==> config.mk <==
export PLATFORM = sky130hd
export DESIGN_NAME = ne_hd_unload_ctrl
export DESIGN_NICKNAME = d
export VERILOG_FILES = /design/src/rtl/ne_unload_pkg.sv /design/src/rtl/ne_hd_row_buffer.sv /design/src/rtl/ne_hd_unload_ctrl.sv
export SDC_FILE = /design/constraint.sdc
export NUM_CORES = 1
export LEC_CHECK = 0
export ABC_CLOCK_PERIOD_IN_PS = 48300
export CAP_MARGIN = 20
export CELL_PAD_IN_SITES_DETAIL_PLACEMENT = 1
export CELL_PAD_IN_SITES_GLOBAL_PLACEMENT = 1
export CORE_AREA = 2 2 222 224
export DETAILED_ROUTE_END_ITERATION = 6
export DIE_AREA = 0 0 224 226
export PLACE_DENSITY = 0.83
export RECOVER_POWER = 100
export SKIP_LAST_GASP = 1
export SLEW_MARGIN = 10
export SYNTH_ARGS = -nofsm -noshare
export SYNTH_HDL_FRONTEND = slang
export SYNTH_SLANG_ARGS = --single-unit
==> constraint.sdc <==
create_clock -name clk -period 48.3 [get_ports clk]
set_clock_uncertainty 0.2 [all_clocks]
set_input_delay 9.66 -clock clk [delete_from_list [all_inputs] [get_ports clk]]
set_output_delay 9.66 -clock clk [all_outputs]
set_load 0.01 [all_outputs]
==> images/ff_map.png <==
Scale: 1.5 px per micron. Other sequential cells in the stronger gray, the rest of the logic in the fainter gray.
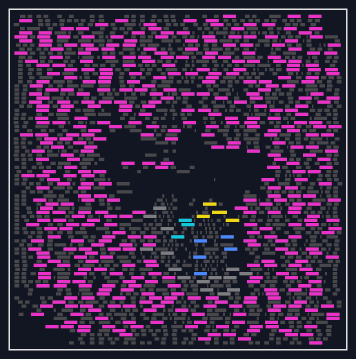
- blue: addr_cnt (flops 5)
- yellow: word_cnt (flops 4; where middle)
- magenta: u_row_buf.row_q (flops 448; where all over the die)
- cyan: state (flops 3)
Seq area share: 0.419
final core occ: 0.587

==> images/route_heat.png <==
Scale: 1.5 px per micron. The die is cut into 22 by 23 equal tiles; black is low, pale yellow is high, scaled to the fullest tile. Values are wire area over tile area, all layers added.
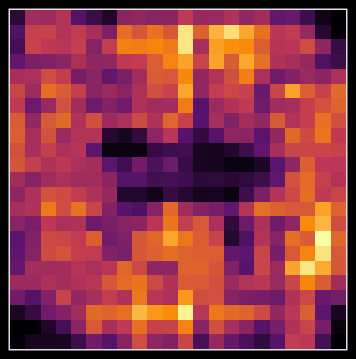
- nearly empty tiles: 1.4%
- emptiest ninth of the die: middle
- tiles over half the peak: 39%
total number of vias: 14,400
drt wl/cell: 26.7 microns
GRT Total Usage: 0.268

==> images/clock_nets.png <==
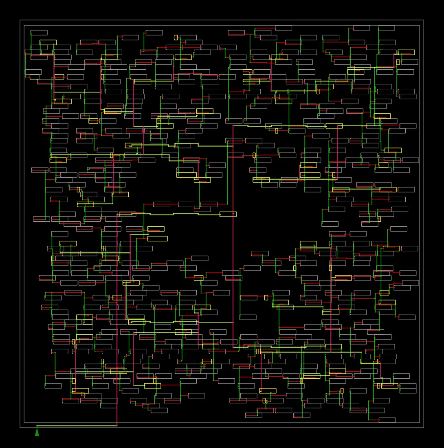
FF+latch count: 475
clk_lat worst skew: 0.58 ns
CTS sink count: 475
Clk power: 0.391 mW
clk_buf instances: 83

==> images/m3.png <==
Scale: 2 px per micron.
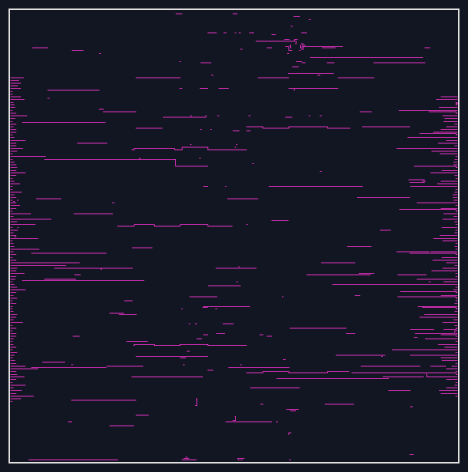
- nets with wire on the layer: 317
- main direction: horizontal
Total Wirelength: 67,800 microns
GR Util met3: 0.0492

==> job_summary.md <==
## PnR job results

| Metric | Value |
|---|---|
| Status | finished, violations left |
| Failing checks | max-capacitance violations, max-slew violations |
| Yosys top cell by instances | dfrtp_1 |
| I/O Pins | 494 |
| Max cap viols | 11 |
| Residual DRC | 0 |
| Initial antenna violation count | 34 |
| Post-synth cell types | 52 |
| Max-area cell share | 0.556 |
| Final std cell area, no fill | 28,400 sq um |
| Seq share, synth | 0.556 |
| Synth Instances | 1,395 |
| Final net count | 2,315 |
| Die ar. | 50,600 sq um |
| Final GP Congestion | 0.849 |
| Most used cell, CP | clkbuf_1 |
| Worst-margin pin slew | 4.84 ns |
| Final Hold Fails | 0 |
| CP Data Required Time | 47.87 ns |
| Post_cts resized | 0 |
| DR iter-0 viols | 1,025 |
| Postcts setup bufs | 0 |
| Core ar. | 48,300 sq um |
| Post-route setup TNS | 0 ns |
| Grt total ovfl | 0 |
| Yosys warning total | 0 |
| Flop pwr share | 0.469 |
| CP endpoint kind | asynchronous set/reset pin |
| Post-Synthesis Cell Area | 21,400 sq um |
| Static leakage power | 11.3 nW |
| Yosys simple share | 0.0191 |
| Clock Path Buffers | 3 |
| Dominant kind of combinational cell | multiplexers |
| Top FF cell, synth | dfrtp_1 |
| Cells along the critical path | dlygate4sd3_1, clkinvlp_2, clkbuf_1, clkbuf_1 |
| DIE HEIGHT | 226 microns |
| WP data arrival | 19.19 ns |
| CTS clk-pin slew, worst paths | 0.06 ns |
| Crit start category | input pin |
| EDFF count, synth | 0 |
| Vias in the first global route | 16,000 |
| VDD IR-drop max | 30.4 uV |
| Cts hold-fix bufs | 0 |
| Synth flops | 475 |
| Slew Limit Fails | 704 |
| Placed instance area | 26,700 sq um |
| Clk pwr share | 0.258 |
| Sw frac | 0.283 |
| Pwr Total | 1.51 mW |
[stage by stage]
step / cells / hold slack [ns]
6_report: 2541 / 0.158
5_1_grt: 2536 / 0.172
2_1_floorplan: 1395 / 0.131
4_1_cts: 2515 / 0.163
3_5_place_dp: 2424 / 0.150
3_3_place_gp: 2424 / 0.134
[cells by family (layout without fill, tap and decap cells)]
family	after synthesis	count (layout)
xor+xnor	4	4
compound gates	141	141
mux	581	581
simple gates	76	76
flops	475	475
buf+inv	112	611
fa+ha+maj	6	6
other cells	0	25
[power groups by stage]
stage                     combinational (mW)  clock (mW)  sequential, mW
after floorplan                        0.290           0           0.658
after global placement                 0.405           0           0.695
after detailed placement               0.425           0           0.710
after CTS                              0.430       0.400           0.707
after global routing                   0.444       0.415           0.733
final                                  0.414       0.391           0.710
[placed cells by master, fill, tap and decap left out, types with 2 or more instances in the layout]
cell type          n
nand2b_1           3
clkdlybuf4s50_1   10
dlygate4sd3_1    483
ha_1               6
mux4_2            96
and3_2             3
nor3b_1            2
dfrtp_1          472
mux2_1             6
a21o_1             2
nor2_1            36
a32oi_1            2
xnor2_1            3
and3_1             3
mux2_2           445
o31ai_1            3
bufinv_16          3
diode_2           25
clkbuf_8          10
a31oi_1            2
dfrtp_2            2
a21oi_1           74
clkbuf_1          28
o22ai_1           36
clkinv_2           5
mux2_4             2
nand2b_2           2
nand3_1            4
nand2_1           10
clkbuf_16         53
buf_4              8
mux2i_1           32
inv_1             10
o21ai_0           14
a41oi_1            2
[worst max-delay path: cells and delay by family]
family                 cells  cell delay (ns)
buffers and inverters      4             9.36
[layer usage]
layer  GRT usage  up-vias  share of wire
met1       0.371     7580           0.43
met2       0.430      497           0.49
li1            -     6157              -
met5           0        -        0.00040
met3      0.0492      128          0.051
met4      0.0880        4          0.027
[layout make-up]
| class | count | share of cell area |
|---|---|---|
| tap | 622 | 0.0274 |
| clock buffer | 83 | 0.0543 |
| antenna | 25 | 0.00221 |
| multi-input combinational | 808 | 0.314 |
| timing repair buffer | 509 | 0.177 |
| inverter | 11 | 0.00150 |
| sequential | 475 | 0.419 |
| clock inverter | 8 | 0.00406 |
Power figures rest on the tool's default switching activity, not on a simulated workload.
